`config.mk`:
```
export PLATFORM = sky130hd
export DESIGN_NAME = fft_stage_sequencer
export DESIGN_NICKNAME = d
export VERILOG_FILES = /design/src/rtl/fft_pkg.sv /design/src/rtl/fft_addr_gen.sv /design/src/rtl/fft_stage_sequencer.sv
export SDC_FILE = /design/constraint.sdc
export NUM_CORES = 1
export LEC_CHECK = 0
export CORE_AREA = 2 2 149 151
export CTS_CLUSTER_SIZE = 20
export DETAILED_ROUTE_END_ITERATION = 10
export DIE_AREA = 0 0 151 153
export PLACE_DENSITY_LB_ADDON = 0.15
export SLEW_MARGIN = 15
export SYNTH_ARGS = -nofsm -noshare
export SYNTH_HDL_FRONTEND = slang
export SYNTH_SLANG_ARGS = --single-unit
export TNS_END_PERCENT = 50
```
`constraint.sdc`:
```
create_clock -name clk -period 11.1 [get_ports clk]
set_clock_uncertainty 0.05 [all_clocks]
set_input_delay 2.22 -clock clk [delete_from_list [all_inputs] [get_ports clk]]
set_output_delay 2.22 -clock clk [all_outputs]
set_load 0.01 [all_outputs]
```
`src/rtl/fft_pkg.sv`:
```
// ---------------------------------------------------------------------------
// fft_pkg
// Shared types and helpers for the iterative radix-2 FFT datapath.
//   CPLX_W / HALF_W : packed complex word width and per-component width
//   cplx_t          : {re, im} view of a complex word, both signed
//   state_t         : stage sequencer states
//   re()/im()/pack(): split and join packed complex words
// ---------------------------------------------------------------------------
package fft_pkg;

  localparam int CPLX_W = 36;
  localparam int HALF_W = 18;

  typedef struct packed {
    logic signed [HALF_W-1:0] re;
    logic signed [HALF_W-1:0] im;
  } cplx_t;

  typedef enum logic [1:0] {IDLE, RUN, DRAIN, DONE} state_t;

  // Real part lives in the upper half of the packed word
  function automatic logic signed [HALF_W-1:0] re(input logic [CPLX_W-1:0] w);
    return w[CPLX_W-1:HALF_W];
  endfunction

  function automatic logic signed [HALF_W-1:0] im(input logic [CPLX_W-1:0] w);
    return w[HALF_W-1:0];
  endfunction

  function automatic logic [CPLX_W-1:0] pack(input logic signed [HALF_W-1:0] r,
                                              input logic signed [HALF_W-1:0] i);
    return {r, i};
  endfunction

endpackage

```
`src/rtl/fft_addr_gen.sv`:
```
// ---------------------------------------------------------------------------
// fft_addr_gen
// Combinational address generator for an in-place radix-2 DIT FFT.
// Maps (stage s, butterfly k) to the two RAM addresses of the butterfly and
// the twiddle ROM index. Shared with the unload stage.
//   s  : stage number, 0..LOGN-1
//   k  : butterfly number within the stage, 0..N/2-1
//   a  : upper-leg address
//   b  : lower-leg address (a + 2^s)
//   tw : twiddle index into a table of W^k, k = 0..N/2-1
// ---------------------------------------------------------------------------
module fft_addr_gen #(
  parameter int LOGN = 4,
  parameter int SW   = (LOGN > 1) ? $clog2(LOGN) : 1
) (
  input  logic [SW-1:0]   s,
  input  logic [LOGN-2:0] k,
  output logic [LOGN-1:0] a,
  output logic [LOGN-1:0] b,
  output logic [LOGN-2:0] tw
);

  localparam logic [SW:0] TOP = (SW+1)'(LOGN-1);

  logic [LOGN-2:0] mask;
  logic [LOGN-2:0] low;
  logic [LOGN-1:0] hi;
  logic [SW:0]     s_ext;

  // Insert a zero at bit position s of k to form the upper leg; the lower
  // leg has that bit set. The twiddle stride doubles as s drops.
  always_comb begin
    s_ext = {1'b0, s};
    // At s = LOGN-1 the shifted one falls off the top of the LOGN-1 bit
    // field, so the subtraction wraps to all ones, which is the mask wanted.
    mask  = ((LOGN-1)'(1) << s) - (LOGN-1)'(1);
    low   = k & mask;
    hi    = (LOGN'(k) >> s) << (s_ext + (SW+1)'(1));
    a     = hi | {1'b0, low};
    b     = a + (LOGN'(1) << s);
    tw    = low << (TOP - s_ext);
  end

endmodule

```
`src/rtl/fft_stage_sequencer.sv`:
```
// ---------------------------------------------------------------------------
// fft_stage_sequencer
// Iterative radix-2 DIT FFT controller around an external combinational
// butterfly. Walks LOGN stages of N/2 butterflies over an in-place sample
// RAM (bit-reversed in, natural order out), one butterfly per cycle.
//   clk, reset              : clock, asynchronous active-high reset
//   start                   : begin a transform (accepted only when idle)
//   busy, done              : transform in progress / one-cycle completion
//   rd_addr_a/b, rd_data_a/b: RAM read ports, data one cycle after address
//   tw_idx, tw_data         : twiddle ROM port, data one cycle after index
//   bf_a, bf_b, bf_w        : butterfly inputs (RAM/ROM data passed through)
//   bf_p, bf_n              : butterfly results returned from the parent
//   wr_en, wr_addr_a/b, wr_data_a/b : dual RAM write-back
// ---------------------------------------------------------------------------
module fft_stage_sequencer
  import fft_pkg::*;
#(
  parameter int N    = 16,
  parameter int LOGN = $clog2(N),
  parameter int DW   = CPLX_W
) (
  input  logic            clk,
  input  logic            reset,
  input  logic            start,
  output logic            busy,
  output logic            done,
  output logic [LOGN-1:0] rd_addr_a,
  output logic [LOGN-1:0] rd_addr_b,
  input  logic [DW-1:0]   rd_data_a,
  input  logic [DW-1:0]   rd_data_b,
  output logic [LOGN-2:0] tw_idx,
  input  logic [DW-1:0]   tw_data,
  output logic [DW-1:0]   bf_a,
  output logic [DW-1:0]   bf_b,
  output logic [DW-1:0]   bf_w,
  input  logic [DW-1:0]   bf_p,
  input  logic [DW-1:0]   bf_n,
  output logic            wr_en,
  output logic [LOGN-1:0] wr_addr_a,
  output logic [LOGN-1:0] wr_addr_b,
  output logic [DW-1:0]   wr_data_a,
  output logic [DW-1:0]   wr_data_b
);

  localparam int KW = LOGN - 1;
  localparam int SW = (LOGN > 1) ? $clog2(LOGN) : 1;
  localparam logic [KW-1:0] K_LAST = KW'(N/2 - 1);
  localparam logic [SW-1:0] S_LAST = SW'(LOGN - 1);

  state_t          state, state_next;
  logic [SW-1:0]   s_q, s_next;
  logic [KW-1:0]   k_q, k_next;
  logic            d_q, d_next;

  logic [LOGN-1:0] gen_a, gen_b;
  logic [KW-1:0]   gen_tw;

  logic            issue_valid;
  logic            v1;
  logic [LOGN-1:0] a1, b1;

  fft_addr_gen #(.LOGN(LOGN), .SW(SW)) u_addr_gen (
    .s  (s_q),
    .k  (k_q),
    .a  (gen_a),
    .b  (gen_b),
    .tw (gen_tw)
  );

  assign bf_a = rd_data_a;
  assign bf_b = rd_data_b;
  assign bf_w = tw_data;

  // State register with stage, butterfly and drain counters
  always_ff @(posedge clk or posedge reset) begin
    if (reset) begin
      state <= IDLE;
      s_q   <= '0;
      k_q   <= '0;
      d_q   <= 1'b0;
    end else begin
      state <= state_next;
      s_q   <= s_next;
      k_q   <= k_next;
      d_q   <= d_next;
    end
  end

  // Stage walk. The done pulse is visible while already back in IDLE, so it
  // masks start there to keep a start coincident with done from launching.
  always_comb begin
    state_next = state;
    s_next     = s_q;
    k_next     = k_q;
    d_next     = d_q;
    case (state)
      IDLE: begin
        if (start && !done) begin
          state_next = RUN;
          s_next     = '0;
          k_next     = '0;
        end
      end
      RUN: begin
        if (k_q == K_LAST) begin
          state_next = DRAIN;
          d_next     = 1'b0;
        end else begin
          k_next = k_q + KW'(1);
        end
      end
      DRAIN: begin
        if (d_q) begin
          if (s_q == S_LAST) begin
            state_next = DONE;
          end else begin
            state_next = RUN;
            s_next     = s_q + SW'(1);
            k_next     = '0;
          end
        end else begin
          d_next = 1'b1;
        end
      end
      DONE: begin
        state_next = IDLE;
      end
      default: begin
        state_next = IDLE;
      end
    endcase
  end

  // Three-slot pipeline: issue addresses, let RAM/ROM data feed the
  // butterfly, then present registered results with their addresses.
  always_ff @(posedge clk or posedge reset) begin
    if (reset) begin
      busy        <= 1'b0;
      done        <= 1'b0;
      rd_addr_a   <= '0;
      rd_addr_b   <= '0;
      tw_idx      <= '0;
      issue_valid <= 1'b0;
      v1          <= 1'b0;
      a1          <= '0;
      b1          <= '0;
      wr_en       <= 1'b0;
      wr_addr_a   <= '0;
      wr_addr_b   <= '0;
      wr_data_a   <= '0;
      wr_data_b   <= '0;
    end else begin
      busy        <= (state == RUN) || (state == DRAIN);
      done        <= (state == DONE);
      issue_valid <= (state == RUN);
      if (state == RUN) begin
        rd_addr_a <= gen_a;
        rd_addr_b <= gen_b;
        tw_idx    <= gen_tw;
      end
      v1    <= issue_valid;
      a1    <= rd_addr_a;
      b1    <= rd_addr_b;
      wr_en <= v1;
      if (v1) begin
        wr_addr_a <= a1;
        wr_addr_b <= b1;
        wr_data_a <= bf_p;
        wr_data_b <= bf_n;
      end
    end
  end

endmodule

```
**Run 1: the metal 2 layer**

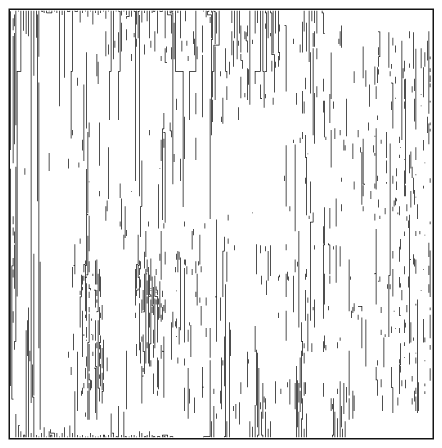
share of all routed wire = 48%
longest straight run = 140 µm
nets with wire on the layer = 578
main direction = vertical

**Run 1: drive-strength map**

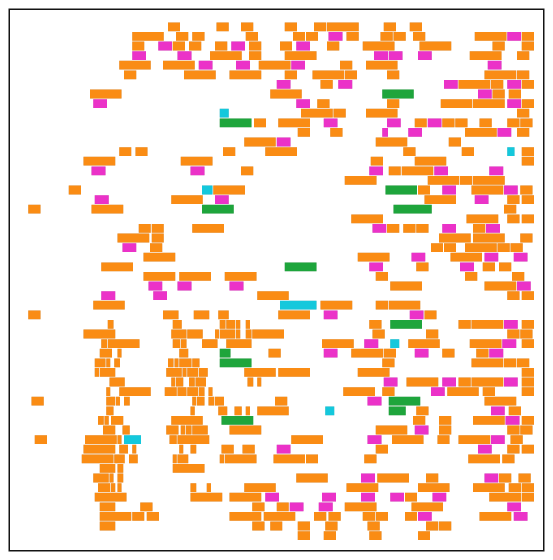
x1 and smaller -> orange  # cells 373, share 78%
x6 and larger -> green  # cells 12, share 2.5%
x2 -> magenta  # cells 86, share 18%
x3 and x4 -> cyan  # cells 7, share 1.5%

**Run 1: logic cells by family**

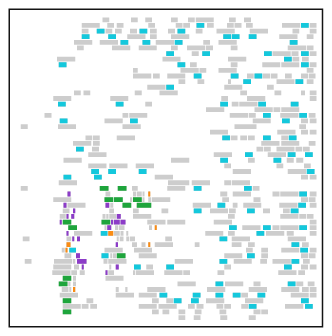
fa/ha/maj cells -> green  # cells 15, most used ha_1
nor cells -> orange  # cells 7, most used nor2_1
nand cells -> purple  # cells 21, most used nand2_1
mux cells -> cyan  # cells 89, most used mux2_2, where all over the die

==> job_summary.md, run 1 <==
## Synthesis and layout report

| Metric | Value |
|---|---|
| Core box area | 0.0215 mm² |
| Cts bufs inserted | 9 |
| Register Area | 0.00281 mm² |
| Fin crit period | 4.49 ns |
| R2R Setup Slk | 8.05 ns |
| Total power draw | 1.93 mW |
| H-tree levels | 3 |
| Flops & latches, synth | 112 |
| Via/cell ratio | 4.19 |
| Clk buf depth | 2 |
| CP Capture Type | output port |
| Setup TNS | 0 ns |
| I/O pin total | 385 |
| Port-buffer cells | 168 |
| Fill cells | 2154 |
| Vias in the first global route | 3381 |
| Hold-fix buffers, CTS | 0 |
| Slew Limit Fails | 0 |
| Log Warnings | 33 |
| Post-Synthesis Cells | 416 |
| Largest area contributor in the netlist | dfrtp_1 |
| Met3 usage | 0.0573 |
| Ratio of final minimum period to clock period | 0.405 |
| Clock root buffer | clkbuf_16 |
| WL/cell | 18.5 µm |
| Post-detail-place hpwl | 10.5 mm |
| Row count | 54 |
| VDD IR-drop max | 0.0646 mV |
| Status | complete, no violations |
| CTS tree | done |
| Setup CP Type | primary input to output port |
| Worst path required time | 8.83 ns |
| Worst Max-Slew Pin Slew | 1.12 ns |
| P&R area growth vs syn | 27.7% |
| Drt total wl | 14.0 mm |
| Grt met1 use | 0.123 |
| TritonRoute pass-1 iters | 4 |
| Dominant cell by count in the synthesized netlist | dfrtp_1 |
| Top cell types by occurrence after synthesis | dfrtp_1 (112), buf_4 (109), mux2_2 (85), inv_1 (15), ha_1 (14) |
| Final hold viol count | 0 |
| GPL Wtd Cong | 0.739 |
| Mapped cell area | 0.00531 mm² |
| Leakage | 2.79 nW |
| Layout Nets | 671 |
| Share of layout cells above drive strength 1 | 0.220 |
| HP Start | issue_valid |
| Die ar. | 0.0231 mm² |
| Met2 Use GR | 0.199 |
| Inserted Diodes | 0 |
| GRT Util Overall | 0.121 |
| Die height | 153 µm |
| First-pass GRT wire length | 20.8 mm |
| Hold path depth | 0 |
| Chip Area, Yosys | 0.00531 mm² |
| RSZ-0062 raised after global routing | no |
| Most common reg cell | dfrtp_1 |
| Largest net degree at the start of global routing | 82 |
| Antenna violations before repair | 1 |
| RR Endpoint | rd_addr_b[3] |
| Syn avg cell area | 12.8 µm² |
| Post-synth area hogs | dfrtp_1 (53%), mux2_2 (18%), buf_4 (15%) |
| R2R Path Start | s_q[1] |
| Worst-path clk slew | 0.07 ns |
| Postcts setup bufs | 0 |
| DR iter-0 viols | 82 |
| Seq share, synth | 0.527 |
| Worst hold path class | flop to flop |
| YS warnings | 0 |
| Synthesized net count | 614 |
| Most Crowded Layer GR | met2 |
| Crit path launch type | primary input |
| PwrDens | 285 mW/mm² |
| Post-synth ARST share | 1.00 |
| Register-to-Register Path Depth | 10 |
| Area leader share | 0.527 |
| Via count | 3179 |
| Endpoints failing setup | 0 |
| Post-synth EDFFs | 0 |
| # Max-Cap Violations | 0 |
| Synth cell types | 39 |
| Worst skew pair latency | 0.35 ns |
| CTS Sinks | 112 |
| Worst Hold End | v1 |
| Fp_density | 0.247 |
| Logic area | 0.00158 mm² |
| Post-DRT Antenna Nets | 0 |
| WP data arrival | 2.22 ns |
| Cell total in the yosys stat output | 416 |
| # resized after CTS | 0 |
| Fmax | 223 MHz |
| Gr ovfl total | 0 |
| Max FO, Critical Path | 1 |
| Residual DRC | 0 |
| Die X-Extent | 151 µm |
| Slew HR | 0.253 |
run 1: cell usage in the layout, fill, tap and decap left out, types with 2 or more instances in the layout:
cell type,count
clkdlybuf4s50_1,168
clkbuf_16,9
nor2_1,5
a211oi_1,2
clkinvlp_4,2
dfrtp_1,111
ha_1,14
inv_1,14
xnor2_1,2
o21ai_0,6
nand3_1,5
nand2_1,9
mux2i_1,4
mux2_2,85
nand2b_1,4
a21oi_1,7
run 1: flip-flops by register name, indices dropped and copies added, names as in the netlist, 2 cells and up:
name       cells
wr_addr_b      4
b1             4
state          2
wr_data_a     36
rd_addr_b      4
a1             4
k_q            3
rd_addr_a      4
s_q            2
tw_idx         3
wr_data_b     36
wr_addr_a      4
run 1: power breakdown:
group          switching [mW]  internal (mW)  leakage (nW)
sequential              0.152          0.605          1.35
clock                   0.153          0.182         0.145
combinational           0.311          0.530          1.30
total                   0.616           1.32          2.79
run 1: through the flow:
stage	util	std cells	hold slack [ns]	cell area [µm²]	setup WS, ns
after floorplan	-	416	0.281	5310	5.87
after global placement	0.302	742	0.283	6480	6.61
after detailed placement	0.302	742	0.287	6480	6.61
after CTS	0.316	758	0.304	6790	6.61
after global routing	0.316	758	0.318	6790	6.61
final	0.316	758	0.301	6790	6.61
run 1: cells by family after synthesis:
logic type      after synthesis  share of synthesized area
flops                       112                      0.527
simple gates                 31                     0.0320
fa+ha+maj                    15                     0.0367
buf+inv                     138                      0.176
xor+xnor                      2                    0.00330
mux                          89                      0.188
compound gates               29                     0.0367
run 1: layer usage:
layer,vias to the layer above,part of all wire,wire [µm]
met1,1487,0.34,4830
met2,225,0.48,6780
met5,-,0.0053,74
met3,56,0.13,1760
li1,1407,-,-
met4,4,0.041,571
run 1: layout make-up:
type,count,share of cell area
clock inverters,6,0.00996
inverters,15,0.00867
flip-flops and latches,112,0.414
clock buffers,10,0.0352
multi-input cells,166,0.232
repair buffers,169,0.249
well taps,280,0.0516
run 1: worst max path at each step:
| stage | depth (start not counted) | start | end | slack (ns) |
|---|---|---|---|---|
| floorplan | 1 | reset | a1[0] | 5.87 |
| global placement | 0 | rd_data_b[8] | bf_b[8] | 6.61 |
| detailed placement | 0 | rd_data_b[8] | bf_b[8] | 6.61 |
| CTS | 0 | rd_data_b[8] | bf_b[8] | 6.61 |
| global route | 0 | rd_data_b[8] | bf_b[8] | 6.61 |
| finish | 0 | rd_data_b[8] | bf_b[8] | 6.61 |
**Run 1: cells colored by class**

Scale bar: 50 µm. Fill, decap, tap and diode cells in gray.
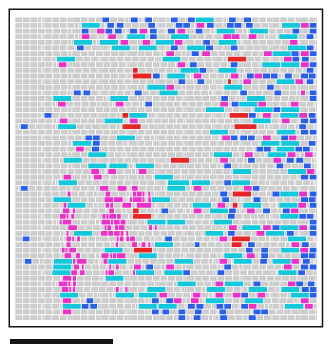

## Run 2: what changed since run 1
==> constraint.sdc (replaced) <==
create_clock -name clk -period 3.9 [get_ports clk]
set_clock_uncertainty 0.05 [all_clocks]
set_input_delay 0.78 -clock clk [delete_from_list [all_inputs] [get_ports clk]]
set_output_delay 0.78 -clock clk [all_outputs]
set_load 0.01 [all_outputs]
**Run 2: cells colored by class**

Scale bar: 50 µm. Fill, decap, tap and diode cells in gray.
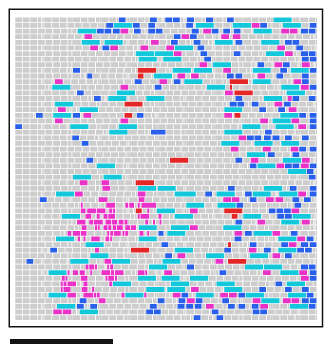
remaining buffers and delay cells -> blue  # cells 171, share of their area 27%
sequential cells -> cyan  # cells 112, share of their area 44%
remaining logic cells -> magenta  # cells 181, share of their area 25%
clock drivers and dummy loads -> red  # cells 16, share of their area 4.4%

**Run 2: the metal 2 layer**

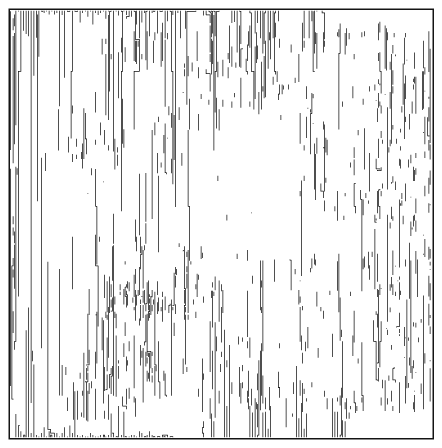
nets with wire on the layer = 582
main direction = vertical
longest straight run = 140 µm
wire length on this layer = 6730 µm
share of all routed wire = 47%

==> job_summary.md, run 2 <==
## Synthesis and layout report

| Metric | Value |
|---|---|
| Setup TNS | 0 ns |
| Via count | 3179 |
| Fp_density | 0.247 |
| Clock root buffer | clkbuf_16 |
| Largest regs | wr_data_a (36), wr_data_b (36) |
| Crit path launch type | flop |
| Largest logic family | multiplexers |
| CP Capture Type | flop |
| Post-Synthesis Cells | 416 |
| Total power draw | 5.46 mW |
| Inserted Diodes | 0 |
| GRT Util Overall | 0.123 |
| Logic area | 0.00158 mm² |
| GPL Wtd Cong | 0.789 |
| Post-route cell area | 0.00679 mm² |
| Top Layout Cells | clkdlybuf4s50_1 (168), dfrtp_1 (111), mux2_2 (85) |
| Placed cell count | 744 |
| Hold Slack | 0.302 ns |
| Gr ovfl total | 0 |
| Post-synth ARST share | 1.00 |
| Post-synth area hogs | dfrtp_1 (53%), mux2_2 (18%), buf_4 (15%) |
| Post-detail-place hpwl | 10.8 mm |
| Hold-fix buffers, CTS | 0 |
| Final WS setup | 0.904 ns |
| Die ar. | 0.0231 mm² |
| VDD IR-drop max | 0.192 mV |
| Log Warnings | 33 |
| Clk buf depth | 2 |
| Synthesized net count | 614 |
| Simple-Gate Fraction of Synth Area | 0.0320 |
| Port-buffer cells | 168 |
| Commonest Layout Cell | clkdlybuf4s50_1 |
| Register Area | 0.00281 mm² |
| Cts bufs inserted | 9 |
| Mapped cell area | 0.00531 mm² |
| CTS tree | done |
| Worst skew pair latency | 0.36 ns |
| Placed Instance Area | 0.00651 mm² |
| Setup crit start | s_q[1] |
| Final hold viol count | 0 |
| WP data arrival | 3.22 ns |
| Postcts setup bufs | 0 |
| CP Capture Point | rd_addr_b[3] |
| Status | complete, no violations |
| Largest area contributor in the netlist | dfrtp_1 |
| Top cell types by occurrence after synthesis | dfrtp_1 (112), buf_4 (109), mux2_2 (85), inv_1 (15), ha_1 (14) |
| Chip Area, Yosys | 0.00531 mm² |
| Layout Nets | 673 |
| First-pass GRT wire length | 21.1 mm |
| Via/cell ratio | 4.18 |
| Post-synth EDFFs | 0 |
| Fmax | 334 MHz |
| Post-Route Utilization | 0.316 |
| TritonRoute pass-1 iters | 4 |
| # Max-Cap Violations | 0 |
| XORs/XNORs by Area | 0.00330 |
| MUX share of area | 0.188 |
| Worst-path clk slew | 0.08 ns |
| Flops & latches, synth | 112 |
| RSZ-0062 raised after global routing | no |
| Fill cells | 2139 |
| WL/cell | 18.8 µm |
| Setup CP Type | flop to flop |
| Worst hold path class | flop to flop |
| R2R Setup Slk | 0.90 ns |
| Hold path depth | 0 |
| P&R area growth vs syn | 27.7% |
| Yosys aoi share | 0.0367 |
| YS warnings | 0 |
| RR Endpoint | rd_addr_b[3] |
| Adder Share, Synth | 0.0367 |
| Residual DRC | 0 |
| Drt total wl | 14.3 mm |
| DR iter-0 viols | 112 |
| Vias in the first global route | 3400 |
| # resized after CTS | 0 |
| PwrDens | 804 mW/mm² |
| Area leader share | 0.527 |
| Register-to-Register Path Depth | 10 |
| Worst Max-Slew Pin Slew | 1.10 ns |
| Largest net degree at the start of global routing | 82 |
| Fin cells | 760 |
| Most common reg cell | dfrtp_1 |
| Endpoints failing setup | 0 |
| Synth cell types | 39 |
| Slew Limit Fails | 0 |
| Row count | 54 |
| Post-DRT Antenna Nets | 0 |
| Fin crit period | 3.00 ns |
| H-tree levels | 3 |
| Seq share, synth | 0.527 |
| Pre-CTS setup slack | 0.934 ns |
| Ratio of final minimum period to clock period | 0.768 |
| Core box area | 0.0215 mm² |
**Run 2: drive-strength map**

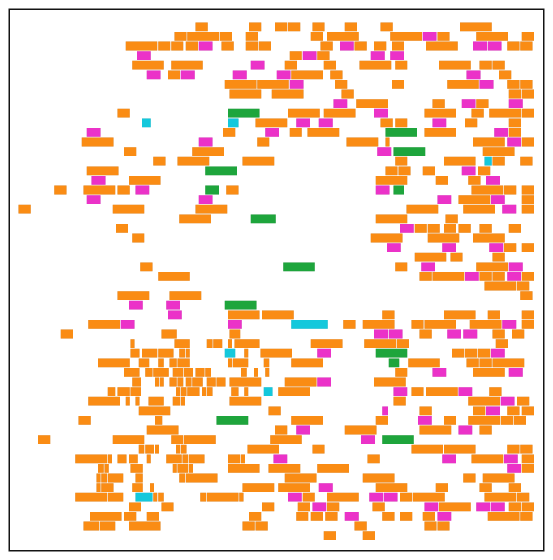
x2 -> magenta  # cells 86, share 18%
x1 and smaller -> orange  # cells 374, share 78%
x6 and larger -> green  # cells 13, share 2.7%
x3 and x4 -> cyan  # cells 7, share 1.5%

==> run 2: cell count changes in the layout (fill, tap and decap cells not counted), sizes merged <==
cell      before  now
buf            1    3
bufinv         1    0
clkinv         2    3
clkinvlp       2    0
inv           16   18
==> run 2: cell type report <==
| cell class | count | area share |
|---|---|---|
| Multi-Input combinational cell | 166 | 0.232 |
| Inverter | 15 | 0.00866 |
| Clock inverter | 6 | 0.00756 |
| Sequential cell | 112 | 0.413 |
| Timing Repair Buffer | 171 | 0.253 |
| Tap cell | 280 | 0.0516 |
| Clock buffer | 10 | 0.0337 |
==> run 2: metal layers <==
| metal | part of all wire | track usage | wire, µm | vias to the layer above |
|---|---|---|---|---|
| li1 | - | - | - | 1415 |
| met1 | 0.36 | 0.128 | 5200 | 1490 |
| met2 | 0.47 | 0.200 | 6730 | 215 |
| met3 | 0.12 | 0.0546 | 1700 | 57 |
| met4 | 0.043 | 0.0743 | 610 | 2 |
| met5 | 0.0039 | 0.0174 | 56 | - |
==> run 2: power breakdown <==
| part | total [mW] | internal (mW) | switching (mW) |
|---|---|---|---|
| combinational | 2.40 | 1.51 | 0.885 |
| clock | 0.902 | 0.445 | 0.456 |
| sequential | 2.16 | 1.72 | 0.439 |
| total | 5.46 | 3.68 | 1.78 |
==> run 2: worst max-delay path, cell delays in order (launching register included) <==
cell	delay, ns
dfrtp_1	0.58
inv_1	0.21
ha_1	0.40
inv_1	0.10
a32oi_1	0.37
inv_1	0.09
ha_1	0.29
a21o_1	0.10
a21oi_1	0.07
or4_1	0.50
a31oi_1	0.17
==> run 2: worst min-delay path by stage <==
stage / end / from / slack (ns)
6_report: v1 / issue_valid / 0.30
3_3_place_gp: v1 / issue_valid / 0.28
3_5_place_dp: v1 / issue_valid / 0.29
5_1_grt: v1 / issue_valid / 0.31
4_1_cts: v1 / issue_valid / 0.30
2_1_floorplan: v1 / issue_valid / 0.28
==> run 2: cells by family after synthesis <==
kind of cell    count (synthesis)
compound gates                 29
buf+inv                       138
simple gates                   31
xor+xnor                        2
flops                         112
mux                            89
fa+ha+maj                      15
**Run 2: the clock network**

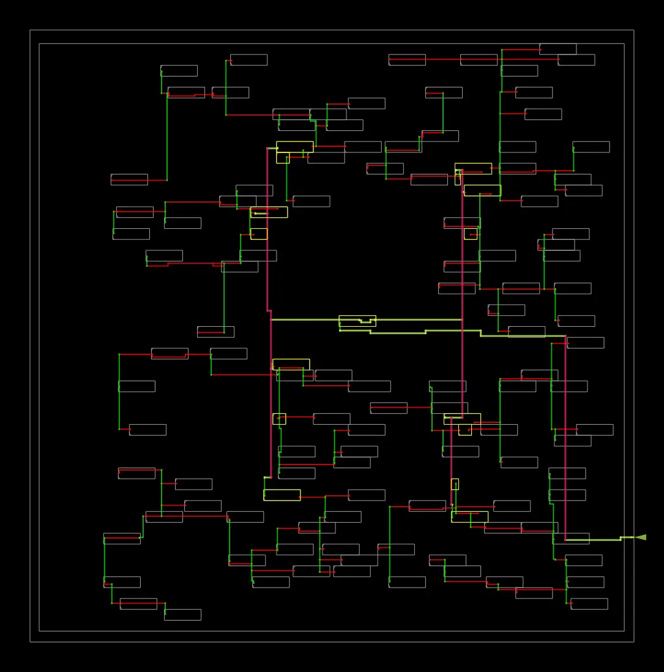

## Run 3: what changed since run 2
--- a/config.mk
+++ b/config.mk
@@ -5,10 +5,10 @@
 export SDC_FILE = /design/constraint.sdc
 export NUM_CORES = 1
 export LEC_CHECK = 0
-export CORE_AREA = 2 2 149 151
+export CORE_AREA = 2 2 151 153
 export CTS_CLUSTER_SIZE = 20
 export DETAILED_ROUTE_END_ITERATION = 10
-export DIE_AREA = 0 0 151 153
+export DIE_AREA = 0 0 153 155
 export PLACE_DENSITY_LB_ADDON = 0.15
 export SLEW_MARGIN = 15
 export SYNTH_ARGS = -nofsm -noshare
==> constraint.sdc (replaced) <==
create_clock -name clk -period 3 [get_ports clk]
set_clock_uncertainty 0.05 [all_clocks]
set_input_delay 0.6 -clock clk [delete_from_list [all_inputs] [get_ports clk]]
set_output_delay 0.6 -clock clk [all_outputs]
set_load 0.01 [all_outputs]
**Run 3: the clock network**

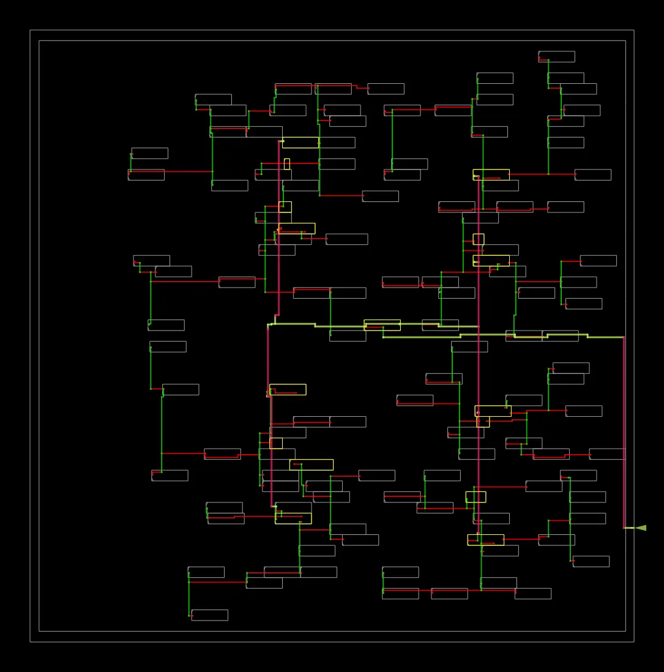
worst skew pair latency: 0.36 ns
CTS Sinks: 112
cts bufs inserted: 9

**Run 3: logic cells by family**

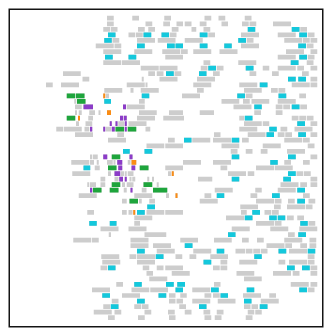
mux cells -> cyan  # cells 89, most used mux2_2, where all over the die
nor cells -> orange  # cells 7, most used nor2_1, where middle
fa/ha/maj cells -> green  # cells 15, most used ha_1
nand cells -> purple  # cells 21, most used nand2_1

==> job_summary.md, run 3 <==
## Synthesis and layout report

| Metric | Value |
|---|---|
| Status | complete, no violations |
| YS warnings | 0 |
| First-pass GRT wire length | 21.5 mm |
| Final hold viol count | 0 |
| Post-Synthesis Cells | 416 |
| Die height | 155 µm |
| CTS tree | done |
| Switch Pwr | 2.28 mW |
| Port-buffer cells | 168 |
| # resized after CTS | 0 |
| Max FO, Critical Path | 6 |
| Area leader share | 0.527 |
| P&R area growth vs syn | 29.3% |
| Most common reg cell | dfrtp_1 |
| Largest net degree at the start of global routing | 58 |
| Clock root buffer | clkbuf_16 |
| Die ar. | 0.0237 mm² |
| Mapped cell area | 0.00531 mm² |
| GPL Wtd Cong | 0.786 |
| Final WS setup | 0.349 ns |
| CP peak stage delay | 0.51 ns |
| Register Area | 0.00281 mm² |
| Post-synth EDFFs | 0 |
| HP Start | issue_valid |
| Row count | 55 |
| Clk buf depth | 2 |
| Dominant cell by count in the synthesized netlist | dfrtp_1 |
| Worst-path clk slew | 0.07 ns |
| Fill cells | 2217 |
| Fin crit period | 2.65 ns |
| Log Warnings | 33 |
| Worst Max-Slew Pin Slew | 0.619 ns |
| RSZ-0062 raised after global routing | no |
| Endpoints failing setup | 0 |
| Logic area | 0.00158 mm² |
| Int Power | 4.92 mW |
| Share of layout cells above drive strength 1 | 0.226 |
| I/O pin total | 385 |
| GRT Util Overall | 0.120 |
| Largest regs | wr_data_a (36), wr_data_b (36) |
| Setup TNS | 0 ns |
| WL/cell | 18.5 µm |
| Flop pwr share | 0.376 |
| H-tree levels | 3 |
| Top cell types by occurrence after synthesis | dfrtp_1 (112), buf_4 (109), mux2_2 (85), inv_1 (15), ha_1 (14) |
| DR iter-0 viols | 175 |
| Syn avg cell area | 12.8 µm² |
| Critical Path, Cell by Cell | inv_1, ha_1, inv_1, a32oi_1, inv_1, ha_1, a21o_1, a21oi_1, or4_1, a31oi_1 |
| Worst path required time | 3.22 ns |
| Slew Limit Fails | 0 |
| Ratio of final minimum period to clock period | 0.884 |
| Flops & latches, synth | 112 |
| CP max-delay cell | or4_1 |
| Hold-fix buffers, CTS | 0 |
| Gr ovfl total | 0 |
| Fp_density | 0.239 |
| PwrDens | 1050 mW/mm² |
| Die X-Extent | 153 µm |
| WP data arrival | 2.87 ns |
| Pre-CTS setup slack | 0.338 ns |
| R2R Setup Slk | 0.35 ns |
| Cell total in the yosys stat output | 416 |
| Commonest Layout Cell | clkdlybuf4s50_1 |
| Post-detail-place hpwl | 11.3 mm |
| R2R Path Start | s_q[0] |
| Clock power share | 0.172 |
| Worst hold path class | flop to flop |
| Seq share, synth | 0.527 |
| Chip Area, Yosys | 0.00531 mm² |
| Slew HR | 0.587 |
**Run 3: cells colored by class**

Scale bar: 50 µm. Fill, decap, tap and diode cells in gray.
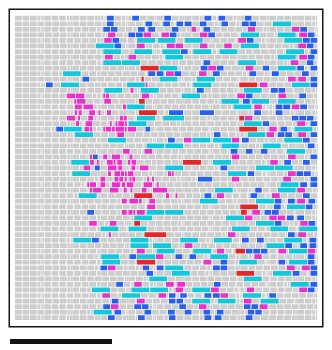
remaining logic cells -> magenta  # cells 181, share of their area 25%
remaining buffers and delay cells -> blue  # cells 174, share of their area 27%
sequential cells -> cyan  # cells 112, share of their area 43%
clock drivers and dummy loads -> red  # cells 16, share of their area 4.7%

## run 3: cells by family (layout without fill, tap and decap cells)
family / after synthesis / in the layout / share of synthesized area
compound gates: 29 / 29 / 0.0367
xor+xnor: 2 / 2 / 0.00330
fa+ha+maj: 15 / 15 / 0.0367
buf+inv: 138 / 205 / 0.176
flops: 112 / 112 / 0.527
mux: 89 / 89 / 0.188
simple gates: 31 / 31 / 0.0320
## run 3: worst max-delay path, delay by kind of cell (launching register included)
family / cells / cell delay [ns]
AOI/OAI and AO/OA: 4 / 0.72
DFF: 1 / 0.35
and+or+nand+nor: 1 / 0.51
adders and majority gates: 2 / 0.65
buffers and inverters: 3 / 0.29
## run 3: how the worst max path moves through the flow
| stage | start | to | slack, ns |
|---|---|---|---|
| 2_1_floorplan | s_q[0] | rd_addr_b[3] | 0.38 |
| 3_3_place_gp | s_q[0] | rd_addr_b[3] | 0.43 |
| 3_5_place_dp | s_q[0] | rd_addr_b[3] | 0.34 |
| 4_1_cts | s_q[0] | rd_addr_b[3] | 0.31 |
| 5_1_grt | s_q[0] | rd_addr_b[3] | 0.15 |
| 6_report | s_q[0] | rd_addr_b[3] | 0.35 |
## run 3: per-layer routing
layer | track usage | wire length [µm] | up-vias
met5 | 0 | 0 | -
met3 | 0.0582 | 1660 | 47
met4 | 0.0639 | 465 | 0
li1 | - | - | 1414
met2 | 0.208 | 7280 | 209
met1 | 0.120 | 4830 | 1497
## run 3: layout make-up
type                       instances  share of cell area
clock inverter                     5             0.00929
tap                              285              0.0519
clock buffer                      11              0.0353
multi-input combinational        166               0.229
timing repair buffer             174               0.257
inverter                          15             0.00874
sequential                       112               0.409
## run 3: power groups by stage
| stage | clock [mW] | sequential [mW] | combinational [mW] |
|---|---|---|---|
| after floorplan | 0 | 2.92 | 1.51 |
| after global placement | 0 | 2.74 | 3.29 |
| after detailed placement | 0 | 2.76 | 3.32 |
| after CTS | 1.31 | 2.73 | 3.32 |
| after global routing | 1.36 | 2.84 | 3.51 |
| final | 1.24 | 2.71 | 3.25 |
## run 3: metrics by stage
stage / hold WS, ns / utilization / instance area [µm²] / cells
2_1_floorplan: 0.281 / - / 5320 / 416
3_3_place_gp: 0.285 / 0.295 / 6560 / 752
3_5_place_dp: 0.291 / 0.295 / 6560 / 752
4_1_cts: 0.308 / 0.309 / 6870 / 768
5_1_grt: 0.322 / 0.309 / 6870 / 768
6_report: 0.308 / 0.309 / 6870 / 768
Power and IR drop assume default switching activity.
